File: config.mk
export PLATFORM = sky130hd
export DESIGN_NAME = vx_result_gather
export DESIGN_NICKNAME = d
export VERILOG_FILES = /design/src/rtl/vx_result_gather.sv
export SDC_FILE = /design/constraint.sdc
export NUM_CORES = 1
export LEC_CHECK = 0
export ABC_AREA = 1
export CAP_MARGIN = 20
export CORE_MARGIN = 4
export CORE_UTILIZATION = 35
export CTS_CLUSTER_DIAMETER = 200
export DETAILED_ROUTE_END_ITERATION = 10
export PLACE_DENSITY = 0.62
export SYNTH_ARGS = -nofsm -noshare
export SYNTH_HDL_FRONTEND = slang
export SYNTH_SLANG_ARGS = --single-unit
File: constraint.sdc
create_clock -name clk -period 1.13 [get_ports clk]
set_input_delay 0.2825 -clock clk [delete_from_list [all_inputs] [get_ports clk]]
set_output_delay 0.2825 -clock clk [all_outputs]
set_load 0.05 [all_outputs]
File: src/rtl/vx_result_gather.sv
// vx_result_gather: reassembles NUM_PACKETS lane-packets of one warp result
// into a full NUM_THREADS-wide result. It then presents that result to commit
// through a 1-deep output register.
//
// Ports:
//   clk, reset            clock, synchronous active-high reset
//   in_*                  lane-packet input (valid/ready, header, tmask/data,
//                         pid/sop/eop)
//   out_*                 assembled result (valid/ready, header, full tmask/data)
//   busy                  a partial instruction is held in the accumulator
//
// Optional: define RESULT_GATHER_CHECK_EN to add the protocol checker outputs
//   err      sticky protocol violation flag
//   cnt_drop saturating count of discarded partial instructions
module vx_result_gather #(
  parameter int unsigned NUM_THREADS = 8,
  parameter int unsigned NUM_LANES   = 2,
  parameter int unsigned XLEN        = 32,
  parameter int unsigned NW_WIDTH    = 2,
  parameter int unsigned NR_BITS     = 6,
  parameter int unsigned UUID_WIDTH  = 1,
  localparam int unsigned NUM_PACKETS = NUM_THREADS / NUM_LANES,
  localparam int unsigned PID_WIDTH   = (NUM_PACKETS > 1) ? $clog2(NUM_PACKETS) : 1
) (
  input  logic                         clk,
  input  logic                         reset,
  input  logic                         in_valid,
  output logic                         in_ready,
  input  logic [UUID_WIDTH-1:0]        in_uuid,
  input  logic [NW_WIDTH-1:0]          in_wid,
  input  logic [XLEN-1:0]              in_pc,
  input  logic [NR_BITS-1:0]           in_rd,
  input  logic                         in_wb,
  input  logic [NUM_LANES-1:0]         in_tmask,
  input  logic [NUM_LANES*XLEN-1:0]    in_data,
  input  logic [PID_WIDTH-1:0]         in_pid,
  input  logic                         in_sop,
  input  logic                         in_eop,
  output logic                         out_valid,
  input  logic                         out_ready,
  output logic [UUID_WIDTH-1:0]        out_uuid,
  output logic [NW_WIDTH-1:0]          out_wid,
  output logic [XLEN-1:0]              out_pc,
  output logic [NR_BITS-1:0]           out_rd,
  output logic                         out_wb,
  output logic [NUM_THREADS-1:0]       out_tmask,
  output logic [NUM_THREADS*XLEN-1:0]  out_data,
`ifdef RESULT_GATHER_CHECK_EN
  output logic                         err,
  output logic [15:0]                  cnt_drop,
`endif
  output logic                         busy
);

  localparam int unsigned PKT_W  = NUM_LANES * XLEN;
  localparam int unsigned DATA_W = NUM_THREADS * XLEN;

  // Accumulator state
  logic [NUM_THREADS-1:0] acc_tmask_q, acc_tmask_d;
  logic [DATA_W-1:0]      acc_data_q,  acc_data_d;
  logic [UUID_WIDTH-1:0]  acc_uuid_q,  acc_uuid_d;
  logic [NW_WIDTH-1:0]    acc_wid_q,   acc_wid_d;
  logic [XLEN-1:0]        acc_pc_q,    acc_pc_d;
  logic [NR_BITS-1:0]     acc_rd_q,    acc_rd_d;
  logic                   acc_wb_q,    acc_wb_d;
  logic                   busy_q,      busy_d;

  // Output register
  logic                   out_valid_q, out_valid_d;
  logic [UUID_WIDTH-1:0]  out_uuid_q,  out_uuid_d;
  logic [NW_WIDTH-1:0]    out_wid_q,   out_wid_d;
  logic [XLEN-1:0]        out_pc_q,    out_pc_d;
  logic [NR_BITS-1:0]     out_rd_q,    out_rd_d;
  logic                   out_wb_q,    out_wb_d;
  logic [NUM_THREADS-1:0] out_tmask_q, out_tmask_d;
  logic [DATA_W-1:0]      out_data_q,  out_data_d;

  // Effective packet framing and the merged accumulator + packet view
  logic                   eff_sop, eff_eop, fire;
  logic [PID_WIDTH-1:0]   pid_eff;
  logic [NUM_THREADS-1:0] mrg_tmask;
  logic [DATA_W-1:0]      mrg_data;

`ifdef RESULT_GATHER_CHECK_EN
  logic                   err_q, err_d;
  logic [15:0]            cnt_drop_q, cnt_drop_d;
  logic [PID_WIDTH-1:0]   prev_pid_q, prev_pid_d;
  logic                   viol;
`endif

  // Framing: single-packet configs treat every packet as sop&eop; a headless
  // packet while idle starts a new instruction.
  always_comb begin
    eff_sop = 1'b1;
    eff_eop = 1'b1;
    pid_eff = '0;
    if (NUM_PACKETS > 1) begin
      eff_sop = in_sop || !busy_q;
      eff_eop = in_eop;
      pid_eff = in_pid;
    end
  end

  // Only an eop needs the output register, so only it can stall
  assign in_ready = !eff_eop || !out_valid_q || out_ready;
  assign fire     = in_valid && in_ready;

  // Merge current packet into its slot; sop drops whatever was accumulated
  always_comb begin
    mrg_tmask = eff_sop ? '0 : acc_tmask_q;
    mrg_data  = eff_sop ? '0 : acc_data_q;
    for (int p = 0; p < int'(NUM_PACKETS); p++) begin
      if (pid_eff == PID_WIDTH'(p)) begin
        mrg_tmask[p*NUM_LANES +: NUM_LANES] = in_tmask;
        mrg_data[p*PKT_W +: PKT_W]          = in_data;
      end
    end
  end

  // Next-state for accumulator and output register
  always_comb begin
    acc_tmask_d = acc_tmask_q;
    acc_data_d  = acc_data_q;
    acc_uuid_d  = acc_uuid_q;
    acc_wid_d   = acc_wid_q;
    acc_pc_d    = acc_pc_q;
    acc_rd_d    = acc_rd_q;
    acc_wb_d    = acc_wb_q;
    busy_d      = busy_q;
    out_valid_d = out_valid_q;
    out_uuid_d  = out_uuid_q;
    out_wid_d   = out_wid_q;
    out_pc_d    = out_pc_q;
    out_rd_d    = out_rd_q;
    out_wb_d    = out_wb_q;
    out_tmask_d = out_tmask_q;
    out_data_d  = out_data_q;

    if (out_ready) begin
      out_valid_d = 1'b0;
    end

    if (fire) begin
      if (eff_eop) begin
        out_valid_d = 1'b1;
        out_tmask_d = mrg_tmask;
        out_data_d  = mrg_data;
        out_uuid_d  = eff_sop ? in_uuid : acc_uuid_q;
        out_wid_d   = eff_sop ? in_wid  : acc_wid_q;
        out_pc_d    = eff_sop ? in_pc   : acc_pc_q;
        out_rd_d    = eff_sop ? in_rd   : acc_rd_q;
        out_wb_d    = eff_sop ? in_wb   : acc_wb_q;
        acc_tmask_d = '0;
        acc_data_d  = '0;
        busy_d      = 1'b0;
      end else begin
        acc_tmask_d = mrg_tmask;
        acc_data_d  = mrg_data;
        busy_d      = 1'b1;
        if (eff_sop) begin
          acc_uuid_d = in_uuid;
          acc_wid_d  = in_wid;
          acc_pc_d   = in_pc;
          acc_rd_d   = in_rd;
          acc_wb_d   = in_wb;
        end
      end
    end
  end

  always_ff @(posedge clk) begin
    if (reset) begin
      acc_tmask_q <= '0;
      acc_data_q  <= '0;
      acc_uuid_q  <= '0;
      acc_wid_q   <= '0;
      acc_pc_q    <= '0;
      acc_rd_q    <= '0;
      acc_wb_q    <= 1'b0;
      busy_q      <= 1'b0;
      out_valid_q <= 1'b0;
      out_uuid_q  <= '0;
      out_wid_q   <= '0;
      out_pc_q    <= '0;
      out_rd_q    <= '0;
      out_wb_q    <= 1'b0;
      out_tmask_q <= '0;
      out_data_q  <= '0;
    end else begin
      acc_tmask_q <= acc_tmask_d;
      acc_data_q  <= acc_data_d;
      acc_uuid_q  <= acc_uuid_d;
      acc_wid_q   <= acc_wid_d;
      acc_pc_q    <= acc_pc_d;
      acc_rd_q    <= acc_rd_d;
      acc_wb_q    <= acc_wb_d;
      busy_q      <= busy_d;
      out_valid_q <= out_valid_d;
      out_uuid_q  <= out_uuid_d;
      out_wid_q   <= out_wid_d;
      out_pc_q    <= out_pc_d;
      out_rd_q    <= out_rd_d;
      out_wb_q    <= out_wb_d;
      out_tmask_q <= out_tmask_d;
      out_data_q  <= out_data_d;
    end
  end

  assign out_valid = out_valid_q;
  assign out_uuid  = out_uuid_q;
  assign out_wid   = out_wid_q;
  assign out_pc    = out_pc_q;
  assign out_rd    = out_rd_q;
  assign out_wb    = out_wb_q;
  assign out_tmask = out_tmask_q;
  assign out_data  = out_data_q;
  assign busy      = busy_q;

`ifdef RESULT_GATHER_CHECK_EN
  // Protocol checker; raw sop is used so implicit-sop recovery still flags
  always_comb begin
    viol       = 1'b0;
    err_d      = err_q;
    cnt_drop_d = cnt_drop_q;
    prev_pid_d = prev_pid_q;
    if (fire && (NUM_PACKETS > 1)) begin
      viol = (in_sop && busy_q) ||
             (!in_sop && !busy_q) ||
             (busy_q && !in_sop && ((in_wid != acc_wid_q) || (in_uuid != acc_uuid_q))) ||
             (busy_q && !in_sop && (in_pid <= prev_pid_q));
      err_d      = err_q || viol;
      prev_pid_d = in_pid;
      if (in_sop && busy_q && (cnt_drop_q != 16'hFFFF)) begin
        cnt_drop_d = cnt_drop_q + 16'd1;
      end
    end
  end

  always_ff @(posedge clk) begin
    if (reset) begin
      err_q      <= 1'b0;
      cnt_drop_q <= '0;
      prev_pid_q <= '0;
    end else begin
      err_q      <= err_d;
      cnt_drop_q <= cnt_drop_d;
      prev_pid_q <= prev_pid_d;
    end
  end

  assign err      = err_q;
  assign cnt_drop = cnt_drop_q;
`endif

endmodule

==> impl_metrics.toml <==
# synthesis and place-and-route metrics
[run_status]
result_of_the_run = "finished, violations left"
violations = "setup timing"

[logic_synthesis]
synthDominantCellAreaShare_pct = 48.4
synth_top_cell_by_count = "sky130_fd_sc_hd__nand2_1"
syn_area_per_cell_um2 = 6.88
synth-compound-area-share_pct = 13.7
synthDistinctLibCells = 16
post_synth_edffs = 0
main_combinational_cell_family_by_area_after_synthesis = "simple AND/OR/NAND/NOR gates"
seq_area_frac_synth_pct = 48.4
synth.top_cells.by_count = "sky130_fd_sc_hd__nand2_1 (1,188), sky130_fd_sc_hd__dfxtp_1 (614), sky130_fd_sc_hd__nor2_1 (528)"
synthesis.instances = 3693
synth_xor_xnor_area_share_pct = 0
ys.flops = 614
yosys.area.top_type = "sky130_fd_sc_hd__dfxtp_1"

[worst_setup_path]
critical_path.reg2reg.startpoint = "out_valid$_SDFF_PP0_"
cp_data_required_time_ps = 850
critical_path.startpoint = "out_valid$_SDFF_PP0_"
slowest_cell_delay_on_critical_path_ps = 360
regToRegEndpoint = "out_data[87]$_SDFFE_PP0P_"
critical_path_peak_fanout = 2
critPathKind = "reg -> out"
cp_num_cells = 5

[finish]
mostFrequentLayoutCells = "sky130_fd_sc_hd__nand2_1 (1,023), sky130_fd_sc_hd__nor2_1 (465), sky130_fd_sc_hd__buf_12 (404)"
layout.area.comb_mm2 = 0.0135
layout.buffer.nonclock.area_share_pct = 30.7
nNetsFinal = 4379
comb_area_share_pct = 31.1
drive_above_1_share_pct = 38.1
layout.area.top_class = "combinational gates"
ff_count = 614
seq-cell-share_pct = 29.3
stdcell_area_mm2 = 0.0435
clock_buf_count = 92
final-seq-area_mm2 = 0.0128
insertedDiodeCount = 4
final-clk-cell-share_pct = 5.15
nNonClkBuffers = 795
inv_count = 100

[clocking]
cts_buffers = 68
post_cts.repair.setup_buffers = 41
tritoncts = "done"
hold_buffers = 0
cts.reportedPaths.clkPinSlew_ps = 70
cts.path.max_buffers = 3

[drt]
detailroute.via_count = 27500
met3_wirelength_um = 6760
route.top_layer_used = "met5"
drt-vias-per-instance = 5.22

[run]
openroad.warnings = 29
max-cap-violations = 0

[pwr]
total_net_switching_power_w = 0.0175
power_top_consumer = "sequential cells"
cell_int_power_w = 0.0418
totalPowerFinal_w = 0.0593
combPwrFrac_pct = 22.1

[sta]
report.final.slew_viol_count = 0
finalSetupViolCount = 923
setup-tns-final_ps = -309560
worst_hold_slack_ps = 122
timing.clock.skew_ps = 23.1
final_period_minus_worst_setup_slack_ps = 1680
fin_ws_ps = -548
slew_headroom_pct = 70.3
grt_setup_unrepaired = "true"
worst_margin_pin_slew_ps = 445
count_of_endpoints_failing_hold_in_the_final_timing_report = 0
layout_worst_path_cycle_share_pct = 149

[die]
num_tap_cells = 950
die_x_um = 277
die_area_mm2 = 0.0770
design.core.area_mm2 = 0.0717
rows = 98

[global_routing]
grt_antenna_before_repair = 4
vias_in_the_first_global_route = 25700

[placement]
placed_area_mm2 = 0.0354
dp_worst_setup_slack_ps = -791
placement.io_buffers = 424
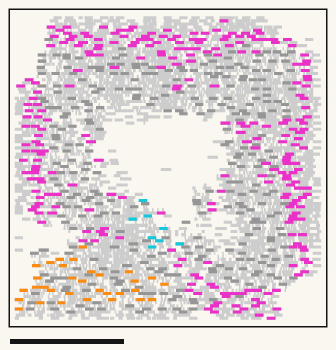
*Where the registers sit*
The bar under the picture is 100 µm long. Other sequential cells in the stronger gray, the rest of the logic in the fainter gray.
Key: acc_pc_q = orange [sequential cells 32, where lower left]; out_data = magenta [sequential cells 256, where spread over the die]; acc_tmask_q = cyan [sequential cells 8]
Another 318 sequential cells are not colored.

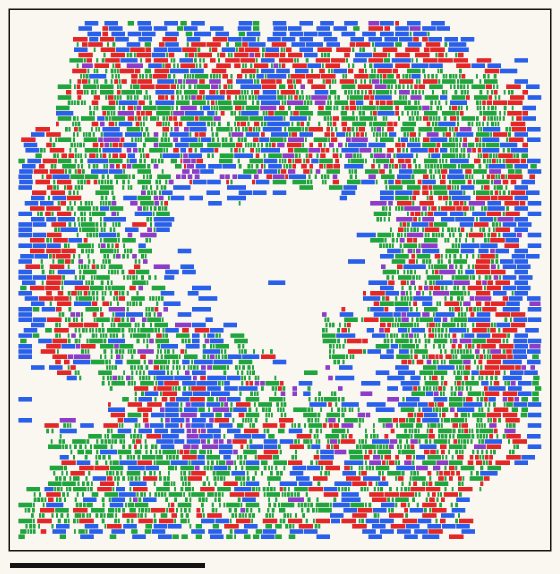
*Cell sizes after repair*
The bar under the picture is 100 µm long.
Key: drive 3 to 4 = purple [cells 237, share 5.5%, most used buf_4]; drive 6 and up = blue [cells 644, share 15%, most used buf_12]; drive 1 or less = green [cells 2,670, share 62%, most used nand2_1]; drive 2 = red [cells 764, share 18%, most used dfxtp_2]

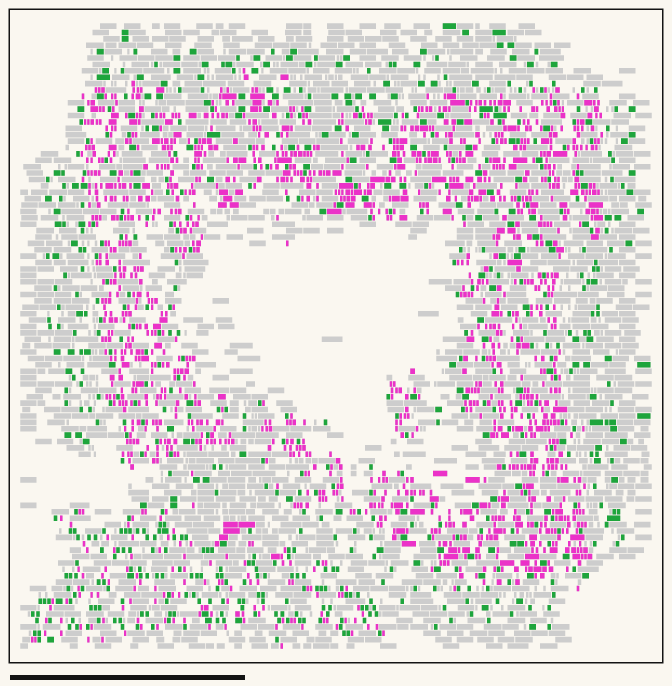
*Logic cells by family*
The bar under the picture is 100 µm long.
Key: inverting AOI/OAI gates = green [cells 698, where spread over the die]; NAND gates = magenta [cells 1,456, where spread over the die]

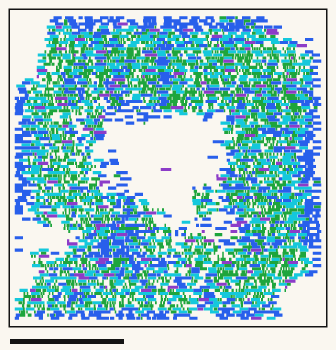
*Placement by cell class*
The bar under the picture is 100 µm long.
Key: flops = cyan [cells 614, share of their area 30%]; clock drivers and dummy loads = purple [cells 122, share of their area 5.3%]; other buffers and delay cells = blue [cells 795, share of their area 32%]; all other logic = green [cells 2,784, share of their area 33%]

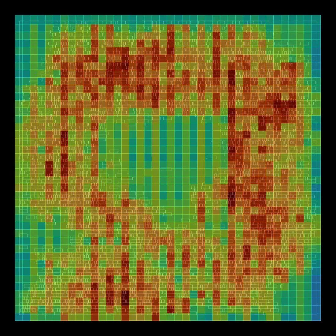
*Congestion heat map*
post-detailed-route wirelength per cell: 19.9 µm
post-layout utilization of the core: 60.6%
grt met3 use: 3.68%
met2 layer usage reported by global route: 41.7%
Tot GR Track Use: 24.4%

